### Cells by drive strength

Drawn at 6 px/um.
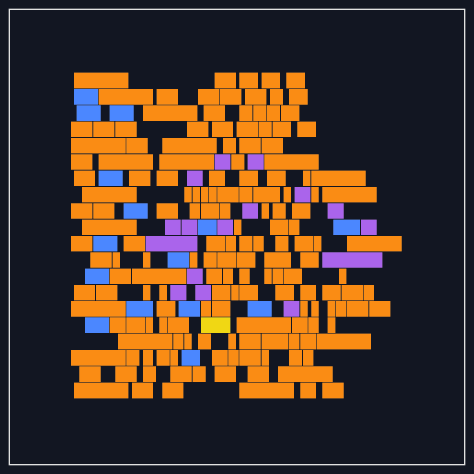
### Where the registers sit

Drawn at 4 px/um. Other sequential cells in the stronger gray, the rest of the logic in the fainter gray.
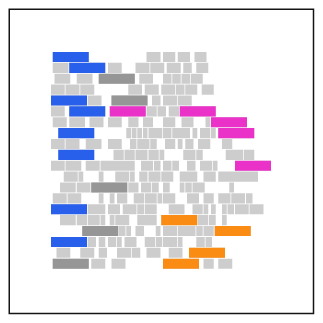
### Layout detail

Window x 25 to 50, y 25 to 50 um. Cells in gray, sequential cells in the stronger gray; small squares are vias.
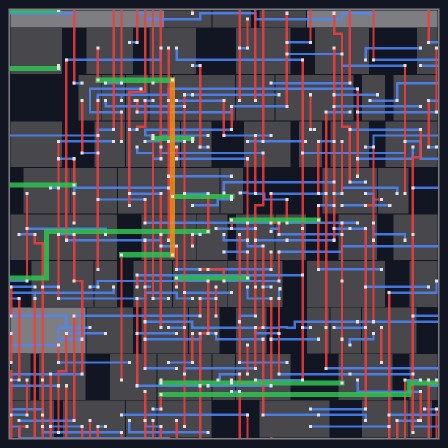
### Routing congestion map

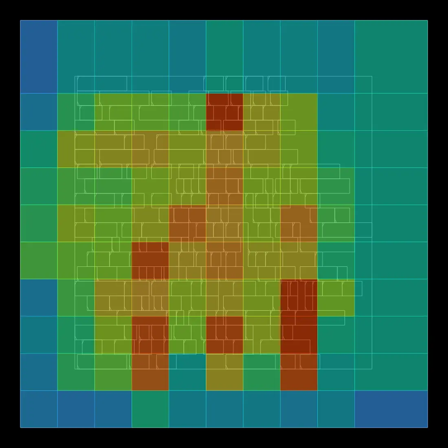
### Signal wires on met2

Drawn at 4 px/um.
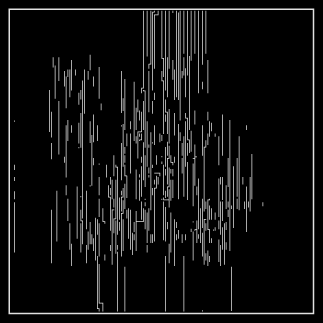
<file path="src/rtl/uart_mem_pkg.sv">
// Shared types and constants for the UART loopback memory path.
package uart_mem_pkg;

  localparam int unsigned BYTE_W        = 8;
  localparam int unsigned DEFAULT_DEPTH = 16;
  // 9600 baud at 100 MHz
  localparam int unsigned CLKS_PER_BIT  = 10417;

  typedef enum logic [2:0] {
    StRecv,
    StRd,
    StLatch,
    StStart,
    StWait,
    StDone
  } ctrl_state_e;

endpackage

</file>
<file path="src/rtl/uart_mem_ctrl_if.sv">
// Receiver, transmitter and RAM handshake signals around the memory controller.
interface uart_mem_ctrl_if #(
  parameter int unsigned ADDR_W = 4
);
  import uart_mem_pkg::*;

  logic              rx_valid;
  logic [BYTE_W-1:0] rx_byte;
  logic              tx_start;
  logic [BYTE_W-1:0] tx_byte;
  logic              tx_done;
  logic              mem_we;
  logic [ADDR_W-1:0] mem_addr;
  logic [BYTE_W-1:0] mem_wdata;
  logic [BYTE_W-1:0] mem_rdata;

  modport master (
    input  rx_valid, rx_byte, tx_done, mem_rdata,
    output tx_start, tx_byte, mem_we, mem_addr, mem_wdata
  );

  modport slave (
    output rx_valid, rx_byte, tx_done, mem_rdata,
    input  tx_start, tx_byte, mem_we, mem_addr, mem_wdata
  );

endinterface

</file>
<file path="src/rtl/uart_mem_ctrl.sv">
// Sequencer: stores received bytes into RAM, then replays them to the transmitter
// in order when mem2uart selects transmit mode.
module uart_mem_ctrl
  import uart_mem_pkg::*;
#(
  parameter int unsigned DEPTH  = DEFAULT_DEPTH,
  parameter int unsigned ADDR_W = 4
) (
  input  logic            clk,
  input  logic            rst,
  input  logic            mem2uart,
  uart_mem_ctrl_if.master bus,
  output logic            recv_done,
  output logic            send_done,
  output logic            overrun
);

  localparam logic [ADDR_W:0] Full = (ADDR_W + 1)'(DEPTH);

  ctrl_state_e       state_q, state_d;
  logic [ADDR_W:0]   wr_ptr_q, wr_ptr_d;
  logic [ADDR_W-1:0] rd_ptr_q, rd_ptr_d;
  logic [BYTE_W-1:0] tx_byte_q, tx_byte_d;
  logic              recv_done_q, recv_done_d;
  logic              overrun_q, overrun_d;
  logic              wr_ok;

  always_ff @(posedge clk or posedge rst) begin
    if (rst) begin
      state_q     <= StRecv;
      wr_ptr_q    <= '0;
      rd_ptr_q    <= '0;
      tx_byte_q   <= '0;
      recv_done_q <= 1'b0;
      overrun_q   <= 1'b0;
    end else begin
      state_q     <= state_d;
      wr_ptr_q    <= wr_ptr_d;
      rd_ptr_q    <= rd_ptr_d;
      tx_byte_q   <= tx_byte_d;
      recv_done_q <= recv_done_d;
      overrun_q   <= overrun_d;
    end
  end

  always_comb begin
    state_d     = state_q;
    wr_ptr_d    = wr_ptr_q;
    rd_ptr_d    = rd_ptr_q;
    tx_byte_d   = tx_byte_q;
    recv_done_d = recv_done_q;
    overrun_d   = overrun_q;

    wr_ok = (state_q == StRecv) && bus.rx_valid && (wr_ptr_q != Full);
    if (wr_ok) begin
      wr_ptr_d = wr_ptr_q + 1'b1;
      if (wr_ptr_d == Full) recv_done_d = 1'b1;
    end else if (bus.rx_valid) begin
      overrun_d = 1'b1;
    end

    unique case (state_q)
      StRecv: begin
        // Mode decision uses the count including a byte written this same cycle
        if (mem2uart) begin
          if (wr_ptr_d == '0) begin
            state_d = StDone;
          end else begin
            rd_ptr_d = '0;
            state_d  = StRd;
          end
        end
      end
      StRd:    state_d = StLatch;
      StLatch: begin
        tx_byte_d = bus.mem_rdata;
        state_d   = StStart;
      end
      StStart: state_d = StWait;
      StWait: begin
        if (bus.tx_done) begin
          if ({1'b0, rd_ptr_q} == wr_ptr_q - 1'b1) begin
            state_d = StDone;
          end else begin
            rd_ptr_d = rd_ptr_q + 1'b1;
            state_d  = StRd;
          end
        end
      end
      StDone:  state_d = StDone;
      default: state_d = StRecv;
    endcase

    // Leaving transmit mode aborts the session; an in-flight frame's tx_done is then ignored
    if ((state_q != StRecv) && !mem2uart) begin
      state_d     = StRecv;
      wr_ptr_d    = '0;
      rd_ptr_d    = '0;
      recv_done_d = 1'b0;
      overrun_d   = 1'b0;
    end
  end

  assign bus.mem_we    = wr_ok;
  assign bus.mem_wdata = wr_ok ? bus.rx_byte : '0;
  assign bus.mem_addr  = (state_q == StRecv) ? wr_ptr_q[ADDR_W-1:0] : rd_ptr_q;
  assign bus.tx_start  = (state_q == StStart);
  assign bus.tx_byte   = tx_byte_q;
  assign recv_done     = recv_done_q;
  assign send_done     = (state_q == StDone);
  assign overrun       = overrun_q;

endmodule

</file>
<file path="src/flat_wrapper.sv">
// flat-port wrapper written by rule: the top's interface ports become plain ports
module uart_mem_ctrl_flat import uart_mem_pkg::*;
#(
  parameter int unsigned DEPTH  = DEFAULT_DEPTH,
  parameter int unsigned ADDR_W = 4
)
  (clk, rst, mem2uart, recv_done, send_done, overrun, bus_rx_valid, bus_rx_byte, bus_tx_done, bus_mem_rdata, bus_tx_start, bus_tx_byte, bus_mem_we, bus_mem_addr, bus_mem_wdata);
  uart_mem_ctrl_if #(.ADDR_W(ADDR_W)) bus_i ();
  input  logic clk;
  input  logic rst;
  input  logic mem2uart;
  output logic recv_done;
  output logic send_done;
  output logic overrun;
  input wire logic [$bits(bus_i.rx_valid)-1:0] bus_rx_valid;
  input wire logic [$bits(bus_i.rx_byte)-1:0] bus_rx_byte;
  input wire logic [$bits(bus_i.tx_done)-1:0] bus_tx_done;
  input wire logic [$bits(bus_i.mem_rdata)-1:0] bus_mem_rdata;
  output wire logic [$bits(bus_i.tx_start)-1:0] bus_tx_start;
  output wire logic [$bits(bus_i.tx_byte)-1:0] bus_tx_byte;
  output wire logic [$bits(bus_i.mem_we)-1:0] bus_mem_we;
  output wire logic [$bits(bus_i.mem_addr)-1:0] bus_mem_addr;
  output wire logic [$bits(bus_i.mem_wdata)-1:0] bus_mem_wdata;
  assign bus_i.rx_valid = bus_rx_valid;
  assign bus_i.rx_byte = bus_rx_byte;
  assign bus_i.tx_done = bus_tx_done;
  assign bus_i.mem_rdata = bus_mem_rdata;
  assign bus_tx_start = bus_i.tx_start;
  assign bus_tx_byte = bus_i.tx_byte;
  assign bus_mem_we = bus_i.mem_we;
  assign bus_mem_addr = bus_i.mem_addr;
  assign bus_mem_wdata = bus_i.mem_wdata;
  uart_mem_ctrl #(.DEPTH(DEPTH), .ADDR_W(ADDR_W)) u_core (.clk(clk), .rst(rst), .mem2uart(mem2uart), .bus(bus_i), .recv_done(recv_done), .send_done(send_done), .overrun(overrun));
endmodule
</file>
<file path="config.mk">
export PLATFORM = sky130hd
export DESIGN_NAME = uart_mem_ctrl_flat
export DESIGN_NICKNAME = d
export VERILOG_FILES = /design/src/rtl/uart_mem_pkg.sv /design/src/rtl/uart_mem_ctrl_if.sv /design/src/rtl/uart_mem_ctrl.sv /design/src/flat_wrapper.sv
export SDC_FILE = /design/constraint.sdc
export NUM_CORES = 1
export LEC_CHECK = 0
export CORE_MARGIN = 10
export CORE_UTILIZATION = 46
export DETAILED_ROUTE_END_ITERATION = 7
export PLACE_DENSITY = 0.8
export SLEW_MARGIN = 20
export SYNTH_ARGS = -nofsm -noshare
export SYNTH_HDL_FRONTEND = slang
export SYNTH_SLANG_ARGS = --single-unit
</file>
<file path="constraint.sdc">
create_clock -name clk -period 2.8 [get_ports clk]
set_input_delay 0.56 -clock clk [delete_from_list [all_inputs] [get_ports clk]]
set_output_delay 0.56 -clock clk [all_outputs]
set_load 0.01 [all_outputs]
</file>
==> impl_metrics.json <==
{
  "fp_util_pct": 47.5,
  "synth_nets": 169,
  "cts_hold_buf": 0,
  "maxCapViolations": 0,
  "syn_area_mm2": 0.00143,
  "top_area_cell": "dfrtp_1",
  "timing.fmax_ghz": 0.371,
  "cp-start-kind": "input port",
  "die_area_mm2": 0.00572,
  "worst_slew_pin_slew_ns": 0.874,
  "grt_pass1_vias": 1275,
  "reg2reg_from": "u_core.wr_ptr_q[0]",
  "critPathCaptureType": "primary output",
  "peakVddDrop_uv": 535,
  "dpl.hpwl_um": 2930,
  "io_buffer_count": 45,
  "via_per_inst": 5.56,
  "post_cts_buffers": 0,
  "finalHoldViolCount": 0,
  "hold_class": "reg2reg",
  "dp.cells": 225,
  "fillers": 244,
  "dpl-instance-area_mm2": 0.00194,
  "first_iter_violations": 50,
  "core_area_mm2": 0.00300,
  "switching_share_pct": 38.9,
  "n_all_inverters": 8,
  "grt_pass1_wl_um": 5950,
  "comb_area_um2": 795,
  "dp_slack_ns": -0.0579,
  "tapCellCount": 33,
  "hold_path_depth": 1,
  "rr_endpoint": "u_core.rd_ptr_q[2]",
  "cp_num_cells": 5,
  "area_leaders": "dfrtp_1, mux2_2, xor2_1",
  "fin_cells": 229,
  "critPathLaunch": "bus_rx_valid",
  "worstSetupPathType": "in2out",
  "edf_count": 0,
  "ys_warn_count": 0,
  "comb_power_w": 0.00100,
  "cp_num_buf_inv": 3,
  "warning_count": 27,
  "reg2reg_slack_ns": 0.56,
  "row_count": 20,
  "ys_area_mm2": 0.00143,
  "clock_power_share_pct": 10.5,
  "power_frac_comb_pct": 59.5,
  "drt-pass1-iter-count": 4,
  "diodes": 0,
  "p_int_w": 0.00103,
  "num_io_pins": 46,
  "setup_slack_ns": 0.107,
  "vias": 1273,
  "post-route-min-period_ns": 2.69,
  "buffers": 56,
  "dominant_cells": "multi-input combinational cells",
  "ant_nets": 0,
  "crit_fanout": 10,
  "grt_max_degree": 23,
  "top_area_share_pct": 38.6,
  "flop_cell": "dfrtp_1",
  "power_density_mw_per_mm2": 852,
  "finalClockSkew_ns": 0.00859,
  "clk_pin_slew_ns": 0.12,
  "critPathTopFamily": "buffers and inverters",
  "power_clock_w": 0.000177,
  "yosysSeqAreaShare_pct": 38.6,
  "min-delay-start": "u_core.bus.tx_byte[2]",
  "top_cell": "dfrtp_1",
  "ys_cells": 145,
  "cts-root-buf": "clkbuf_4",
  "multi_input_comb_cells": 106,
  "gp_congestion": 0.890,
  "cts_resized": 10,
  "switchingPower_w": 0.000654,
  "ys.flops": 22,
  "rsz0062_at_grt": "false",
  "gr-total-overflow": 0,
  "clockBufferDepth": 2,
  "die_w_um": 75.7,
  "outcome": "completed",
  "drc_errors": 0,
  "arrival_ns": 2.13,
  "avgSynthCellArea_um2": 9.83,
  "num-nets-final": 221,
  "cts_tree": "yes",
  "slew_headroom_pct": 41.7,
  "path_common_cell": "clkdlybuf4s50_1",
  "cp_cell_sequence": "clkdlybuf4s50_1 > nor4b_4 > nor2b_2 > buf_4 > clkdlybuf4s50_1",
  "syn2layout_area_growth_pct": 38.6,
  "sh_comb_area_pct": 40.2,
  "crit_slowest_cell": "clkdlybuf4s50_1",
  "die.size.y_um": 75.7,
  "detail_route.wirelength_um": 3720,
  "wl_per_cell_um": 16.2,
  "slowest_delay_ns": 0.55,
  "power_leader": "combinational cells",
  "leakagePower_nw": 0.853,
  "clkCellAreaFrac_pct": 1.84,
  "layout-drive-gt1-share_pct": 16.3,
  "clkbuf_count": 4,
  "clk_latency_ns": 0.31,
  "top_cells_by_count": "dfrtp_1, nand2_1, nor2_1, mux2_2",
  "crit_required_ns": 2.24,
  "most-common-layout-cells": "clkdlybuf4s50_1, dfrtp_1, buf_4, nand2_1, nor2_1",
  "ctsHtreeMaxLevel": 1,
  "crit_path_end": "bus_mem_we",
  "synthArstFlopShare_pct": 100,
  "cts_buffers": 3,
  "setup_violations": 0,
  "final_cell_area_mm2": 0.00198,
  "p_seq_share_pct": 30.0,
  "netlist-cell-type-count": 39,
  "finalCritPeriodShare_pct": 96.2,
  "antenna_found_initial": 0,
  "largest_reg_flops": 8,
  "clkSinkCount": 22,
  "bufAreaShareNonClock_pct": 26.5,
  "synthCells": 145,
  "ff2ff_path_depth": 8,
  "whs_endpoint": "u_core.bus.tx_byte[2]",
  "slew_violations": 0,
  "lay_top_count": "clkdlybuf4s50_1",
  "nFlopsAndLatches": 22
}
About 'Cells by drive strength':
- x2: blue (cells 15)
- x3 and x4: purple (cells 16)
- x1 and smaller: orange (cells 164)
- x6 and larger: yellow (cells 1)

About 'Where the registers sit':
- u_core.bus.tx_byte: blue (sequential cells 8)
- u_core.wr_ptr_q: magenta (sequential cells 5)
- u_core.rd_ptr_q: orange (sequential cells 4; where south)
Seq power: 0.000504 W
fraction of area in registers: 27.9%
sequential cell area: 551 um2

About 'Layout detail':
- M1: blue
- M3: green
- M2: red
- M4: orange
- cells with their middle in the window: 66
- sequential cells in the window: 0
- most frequent: buf_4 (7), nor2_1 (6), xor2_1 (5)

About 'Routing congestion map':
gr usage total: 13.3%
met1 usage: 15.1%
met2 Usage GRT: 22.0%
GRT met3 Usage: 7.03%
Final Util: 65.8%

About 'Signal wires on met2':
- nets with wire on the layer: 188
- wire length on this layer: 1,890 um
- share of all routed wire: 51%
- longest straight run: 34.3 um

## logic make-up after synthesis
| family | synth area share, % |
|---|---|
| DFF | 38.6 |
| buffers and inverters | 6.41 |
| muxes | 9.92 |
| AOI/OAI and AO/OA | 12.3 |
| adders and majority gates | 2.63 |
| xor gates and xnor gates | 6.76 |
| and+or+nand+nor | 23.4 |
## per-stage QoR
stage | hold WS (ns) | TNS (ns) | power (W)
finish | 0.518 | 0 | 0.00168
global route | 0.538 | 0 | 0.00180
CTS | 0.524 | 0 | 0.00170
detailed placement | 0.497 | -0.337 | 0.00152
global placement | 0.490 | -0.000349 | 0.00149
floorplan | 0.526 | 0 | 0.00110
## layer usage
layer	part of all wire [%]	global-route usage (%)
met1	39	15.1
met2	51	22.0
met3	10	7.03
met4	0.27	2.06
met5	0	0
Power and IR drop assume default switching activity.
